Fig. 1: PDN straps and rails
Scale: 4 px per um. Pins as bars on the die edge.
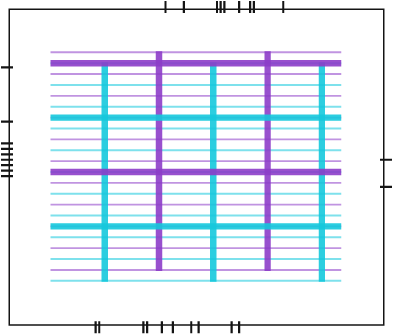
Fig. 2: cells colored by class
Scale: 4 px per um. Fill, decap, tap and diode cells in gray.
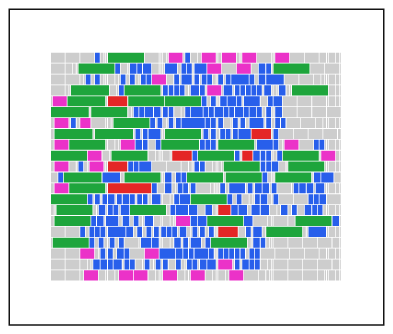
Fig. 3: clock network drawn from the DEF
Scale: 6 px per um.
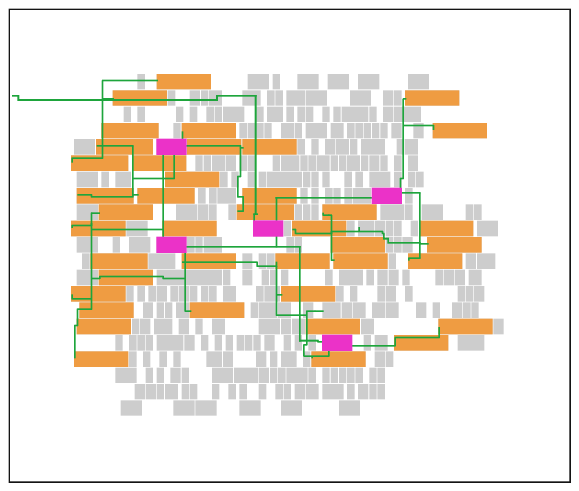
==> config.mk <==
export PLATFORM = sky130hd
export DESIGN_NAME = sync_timing_gen
export DESIGN_NICKNAME = d
export VERILOG_FILES = /design/src/rtl/sync_timing_gen.sv
export SDC_FILE = /design/constraint.sdc
export NUM_CORES = 1
export LEC_CHECK = 0
export ABC_AREA = 1
export CORE_ASPECT_RATIO = 0.8
export CORE_MARGIN = 10
export CORE_UTILIZATION = 53
export CTS_CLUSTER_DIAMETER = 200
export DETAILED_ROUTE_END_ITERATION = 8
export PLACE_DENSITY = 0.81
export REMOVE_ABC_BUFFERS = 1
export SLEW_MARGIN = 15
export SYNTH_ARGS = -nofsm -noshare
export SYNTH_HDL_FRONTEND = slang
export SYNTH_SLANG_ARGS = --single-unit
export TNS_END_PERCENT = 50
==> constraint.sdc <==
create_clock -name clk -period 2.6 [get_ports clk]
set_input_delay 0.52 -clock clk [delete_from_list [all_inputs] [get_ports clk]]
set_output_delay 0.52 -clock clk [all_outputs]
set_load 0.05 [all_outputs]
==> src/rtl/sync_timing_gen.sv <==
// Sync front end: synchronises csync/vsync/field, rejects half-line pulses and runs a
// line/column timing generator with lock FSM. Define SYNC_FLYWHEEL_EN for synthetic lines.
module sync_timing_gen (
  input  logic       clk,
  input  logic       reset,
  input  logic       csync_in,
  input  logic       vsync_in,
  input  logic       field_in,
  output logic [9:0] line_count,
  output logic [9:0] column_count,
  output logic       line_start,
  output logic       frame_start,
  output logic       field_out,
  output logic       locked,
  output logic       active
);

  localparam logic [9:0] H_REJECT       = 10'd192;
  localparam logic [9:0] H_MIN          = 10'd248;
  localparam logic [9:0] H_MAX          = 10'd260;
  localparam logic [3:0] LOCK_LINES     = 4'd8;
`ifdef SYNC_FLYWHEEL_EN
  localparam logic [2:0] MISS_LIMIT     = 3'd4;
`endif
  localparam logic [9:0] LINE_LIMIT     = 10'd300;
  localparam logic [9:0] LINE_ACT_START = 10'd20;
  localparam logic [9:0] LINE_ACT_END   = 10'd259;
  localparam logic [9:0] COL_ACT_START  = 10'd40;
  localparam logic [9:0] COL_ACT_END    = 10'd240;

  typedef enum logic [1:0] {StSearch, StVerify, StLocked} state_e;

  logic cs_s1_q, cs_s2_q, cs_d3_q, cs_fall_q;
  logic vs_s1_q, vs_s2_q, vs_d3_q, vs_fall_q;
  logic field_s1_q, field_out_q;

  logic [9:0] line_q, line_d, col_q, col_d;
  logic       line_start_q, frame_start_q, locked_q, active_q;
  state_e     state_q, state_d;
  logic [3:0] good_q, good_d;
`ifdef SYNC_FLYWHEEL_EN
  logic [2:0] miss_q, miss_d;
  logic       syn_line;
`endif
  logic       hs_acc, line_strobe, period_ok;

  always_ff @(posedge clk or posedge reset) begin
    if (reset) begin
      cs_s1_q     <= 1'b1;
      cs_s2_q     <= 1'b1;
      cs_d3_q     <= 1'b1;
      cs_fall_q   <= 1'b0;
      vs_s1_q     <= 1'b1;
      vs_s2_q     <= 1'b1;
      vs_d3_q     <= 1'b1;
      vs_fall_q   <= 1'b0;
      field_s1_q  <= 1'b1;
      field_out_q <= 1'b0;
    end else begin
      cs_s1_q     <= csync_in;
      cs_s2_q     <= cs_s1_q;
      cs_d3_q     <= cs_s2_q;
      cs_fall_q   <= cs_d3_q & ~cs_s2_q;
      vs_s1_q     <= vsync_in;
      vs_s2_q     <= vs_s1_q;
      vs_d3_q     <= vs_s2_q;
      vs_fall_q   <= vs_d3_q & ~vs_s2_q;
      field_s1_q  <= field_in;
      field_out_q <= field_s1_q;
    end
  end

  always_comb begin
    // Edges early in the line are equalising/serration pulses and never count as hsync.
    hs_acc    = cs_fall_q && (col_q >= H_REJECT);
    period_ok = (col_q >= H_MIN) && (col_q <= H_MAX);
`ifdef SYNC_FLYWHEEL_EN
    syn_line    = (col_q == H_MAX) && !hs_acc;
    line_strobe = hs_acc || syn_line;
`else
    line_strobe = hs_acc;
`endif

    if (line_strobe) begin
      col_d = 10'd0;
    end else if (col_q == 10'd1023) begin
      col_d = col_q;
    end else begin
      col_d = col_q + 10'd1;
    end

    if (vs_fall_q) begin
      line_d = 10'd0;
    end else if (line_strobe && (line_q != 10'd1023)) begin
      line_d = line_q + 10'd1;
    end else begin
      line_d = line_q;
    end
  end

  always_comb begin
    state_d = state_q;
    good_d  = good_q;
`ifdef SYNC_FLYWHEEL_EN
    miss_d  = miss_q;
`endif
    unique case (state_q)
      StSearch: begin
        if (vs_fall_q) begin
          state_d = StVerify;
          good_d  = 4'd0;
        end
      end
      StVerify: begin
        if (hs_acc) begin
          if (period_ok) begin
            good_d = good_q + 4'd1;
            if (good_d == LOCK_LINES) begin
              state_d = StLocked;
`ifdef SYNC_FLYWHEEL_EN
              miss_d  = 3'd0;
`endif
            end
          end else begin
            state_d = StSearch;
          end
`ifdef SYNC_FLYWHEEL_EN
        end else if (syn_line) begin
`else
        end else if (col_q == H_MAX) begin
`endif
          state_d = StSearch;
        end
      end
      StLocked: begin
`ifdef SYNC_FLYWHEEL_EN
        if (hs_acc) begin
          miss_d = 3'd0;
        end else if (syn_line) begin
          miss_d = miss_q + 3'd1;
          if (miss_d == MISS_LIMIT) state_d = StSearch;
        end
`else
        if (!hs_acc && (col_q == H_MAX)) state_d = StSearch;
`endif
        if (line_q >= LINE_LIMIT) state_d = StSearch;
      end
      default: state_d = StSearch;
    endcase
  end

  always_ff @(posedge clk or posedge reset) begin
    if (reset) begin
      state_q       <= StSearch;
      good_q        <= 4'd0;
`ifdef SYNC_FLYWHEEL_EN
      miss_q        <= 3'd0;
`endif
      line_q        <= 10'd0;
      col_q         <= 10'd0;
      line_start_q  <= 1'b0;
      frame_start_q <= 1'b0;
      locked_q      <= 1'b0;
      active_q      <= 1'b0;
    end else begin
      state_q       <= state_d;
      good_q        <= good_d;
`ifdef SYNC_FLYWHEEL_EN
      miss_q        <= miss_d;
`endif
      line_q        <= line_d;
      col_q         <= col_d;
      line_start_q  <= line_strobe;
      frame_start_q <= vs_fall_q;
      locked_q      <= (state_d == StLocked);
      // Window compare on next-state counts so active lines up with the counts it is shown with.
      active_q      <= (state_d == StLocked) &&
                       (line_d >= LINE_ACT_START) && (line_d <= LINE_ACT_END) &&
                       (col_d >= COL_ACT_START) && (col_d <= COL_ACT_END);
    end
  end

  assign line_count   = line_q;
  assign column_count = col_q;
  assign line_start   = line_start_q;
  assign frame_start  = frame_start_q;
  assign field_out    = field_out_q;
  assign locked       = locked_q;
  assign active       = active_q;

endmodule

==> run summary <==
Entry: Yosys synthesis followed by OpenROAD place and route.

Run status:
- The run finished with clean final reports.

Worst setup path:
- The run gives the largest stage delay on the critical path as 0.86 ns.
- The OpenROAD report gives the critical path a required time of between 2 and 2.5 ns.
- All stages included, the depth of the critical timing path comes to 1.
- In this run the worst setup path begins at column_count[8].
- The run puts the maximum fanout encountered on the critical timing path at 8.
- The run gives the critical path startpoint category as a flip-flop.
- The run gives the termination of the worst setup path as column_count[8].
- Traced cell by cell, the critical path runs through clkdlybuf4s50_1.
- The run puts the buffer-and-inverter tally for the worst setup path at 1.
- The worst setup path is captured at an output pin.
- The critical path is of the reg -> out type.
- The run puts the data arrival at the endpoint of the critical path at roughly 1.6 ns.
- The worst register-to-register path ends at active.
- Per the timing report, the most critical flop-to-flop path originates at column_count[0].
- The worst-case reg-to-reg setup slack stands at approximately 0.58 ns.

Clocking:
- The run gives the number of sinks handled by clock tree synthesis as 40.
- Per the CTS log, the root buffer master is sky130_fd_sc_hd__clkbuf_8.
- The run gives the quantity of gates resized following cts as 0.
- The run gives the clock tree from TritonCTS as yes.
- The number of hold buffers added after CTS was 0.
- The run puts the source-to-sink clock delay at the later pin of the worst-skew pair at slightly below 0.3 ns.
- The run gives the number of buffers inserted to repair setup after CTS as 0.

Drt:
- The run puts the overall routed net length at 5050 um.
- The run puts the detailed-route wire length on metal 1 at approximately 2300 um.
- The run puts the count of routing violations after the opening detailed-route iteration at roughly 170.
- Dividing the detail-routed wire length by the instance count gives 12.9 um.
- The run gives the number of search-and-repair iterations in the first detailed-routing pass as 4.
- The run gives the vias per cell as around 5.1.
- The run puts the via count at a little over 2000.
- The run puts the met3 layer wire length in the routed design at 397 um.
- The run gives the number of remaining DRC errors as 0.
- The highest layer touched by signal routing is met4.

Pwr:
- Looking at the VDD voltage map, the peak drop is slightly below 0.0004 V.
- The run puts the total power per unit cell area at ~440 mW/mm^2.
- The run gives the leakage power summed over all cells as around 0.0014 uW.

Global routing:
- The run puts the via count of the first global-routing pass at 1850.
- The run gives the maximum number of pins on one net before global-route repair as 38.
- The run puts the initial antenna violation count at 0.
- For this run, the total global-route usage over all layers was measured as roughly 14%.

Placement:
- STA on the placed design reports a worst setup slack of ~0.60 ns.
- The run gives the total placed cells including tap cells as 384.
- The run puts the final weighted congestion in routability-driven placement at slightly above 0.9.

Die:
- The run puts the area of the chip at ~0.0073 sq mm.
- Measured along the y axis, the die boundary spans around 79 um.
- The run puts the cell row count at 21.
- The core region is around 0.0042 sq mm.
- The run puts the I/O pin count at 30.
- The run gives the floorplan core density as a little over half.

Hold path:
- The number of cells on the worst hold path is listed as 0.
- The run gives the class of the tightest hold or removal check as reg -> reg.

STA:
- The worst path meets setup with about 0.45 ns of slack.
- The run gives the minimum clock period as approximately 2.2 ns.
- The run puts the total count of max-transition violations in the final report at 0.
- The run gives the fmax as 0.464 GHz.
- The run gives the pin slew with the least headroom to its limit as roughly 0.54 ns.
- The run gives the total negative slack for setup checks as 0 ns.
- The run gives the count of endpoints failing setup in the final report as 0.
- Setup repair after global routing left no endpoint under its margin.

Yosys:
- The run gives the fraction of registers with async set or reset after synthesis as 100%.
- The run puts the number of distinct library cells after synthesis at 29.
- The Yosys step of the flow raised 0 warnings.
- The run gives the area share of fa/ha/maj cells after synthesis as under 10%.
- The run puts the share of the yosys chip area belonging to registers at about 44%.
- The run gives the synthesized area per cell as approximately 7.6 sq um.
- The main area contributors are sky130_fd_sc_hd__dfrtp_1 (36%), sky130_fd_sc_hd__nand2_1 (16%), sky130_fd_sc_hd__dfstp_2 (8.1%).
- After synthesis, the largest area contributor takes up a little over a third of total cell area.
- The run gives the area fraction in mux cells as 0%.
- The run puts the chip area from the yosys synthesis statistics at 0.00227 sq mm.
- The run gives the compound-cell area share of the yosys netlist as around 7.6%.
- By count the netlist is led by sky130_fd_sc_hd__nand2_1 (96), sky130_fd_sc_hd__inv_1 (43), sky130_fd_sc_hd__dfrtp_1 (33).
- The run gives the dominant kind of combinational cell as simple AND/OR/NAND/NOR gates.
- Among all cell types in the netlist, the one instantiated most often is sky130_fd_sc_hd__nand2_1.
- The run gives the count of flip-flops with a built-in enable after synthesis as 0.

Cells and area:
- The run puts the final-layout fill cell count at between 300 and 400.
- Between the synthesized netlist and the finished layout, the area growth was recorded as 19.8%.
- Leaving out fill and tap cells, the most frequent cells in the layout are sky130_fd_sc_hd__nand2_1 (96), sky130_fd_sc_hd__inv_1 (43), sky130_fd_sc_hd__dfrtp_1 (33).
- The finished layout holds between 300 and 400 standard cells, fillers aside.
- By instance count after routing, the leading logic cell type is sky130_fd_sc_hd__nand2_1.

Job:
- The number of warnings reported in the stage logs is 28.
Back to the opening pictures, Fig. 1:
| net | color |
|---|---|
| VDD | purple |
| VSS | cyan |
met1 rails: 22
rows: 21
met4 straps: 5
signal pins: 30

Back to the opening pictures, Fig. 2:
| class | color | cells |
|---|---|---|
| flip-flops | green | 40 |
| clock drivers and dummy loads | red | 8 |
| all other logic | blue | 257 |
| other buffers and delay cells | magenta | 30 |

Back to the opening pictures, Fig. 3:
[cells driving clock nets] magenta | count: 5
[flip-flops] orange | count: 40
[clock wires] green | length: 464 um
routed clock nets: 6

-- layer usage --
metal	GRT usage, %	vias to the layer above
met5	0	-
met3	4.75	6
met4	4.62	0
li1	-	1000
met2	20.7	70
met1	19.4	942
-- layout make-up --
cell class / instances / area [sq um] / area share (%)
sequential: 40 / 1010 / 37.1
timing repair buffer: 30 / 298 / 10.9
tap: 57 / 71.3 / 2.62
clock inverter: 3 / 46.3 / 1.70
multi-input combinational: 211 / 1050 / 38.7
clock buffer: 5 / 68.8 / 2.53
inverter: 46 / 175 / 6.43
-- cells by family (layout without fill, tap and decap cells) --
group,after synthesis,in the layout
simple gates,173,173
buf+inv,49,84
flops,40,40
xor+xnor,5,5
fa+ha+maj,5,5
compound gates,28,28
-- metrics by stage --
step / util [%] / total power [uW] / cell area, sq um / hold WS, ns
final: 65.6 / 1200 / 2720 / 0.358
after global routing: 65.6 / 1250 / 2720 / 0.357
after CTS: 65.6 / 1210 / 2720 / 0.359
after detailed placement: 62.8 / 699 / 2610 / 0.349
after global placement: 62.8 / 698 / 2610 / 0.346
after floorplan: - / 680 / 2240 / 0.345
-- state kept, by name, indices dropped and copies added, names as in the netlist --
name / count
column_count: 10
locked: 1
cs_s1_q: 1
vs_d3_q: 1
line_count: 10
good_q: 4
active: 1
vs_s1_q: 1
field_out: 1
vs_fall_q: 1
vs_s2_q: 1
cs_s2_q: 1
frame_start: 1
state_q: 2
cs_fall_q: 1
field_s1_q: 1
cs_d3_q: 1
line_start: 1
-- report_power, final --
group	internal, uW	switching (uW)
Combinational	12.4	30.6
Sequential	637	6.19
Clock	289	222
Total	938	259
No activity file was given, so power comes from the tool's default toggle rates.
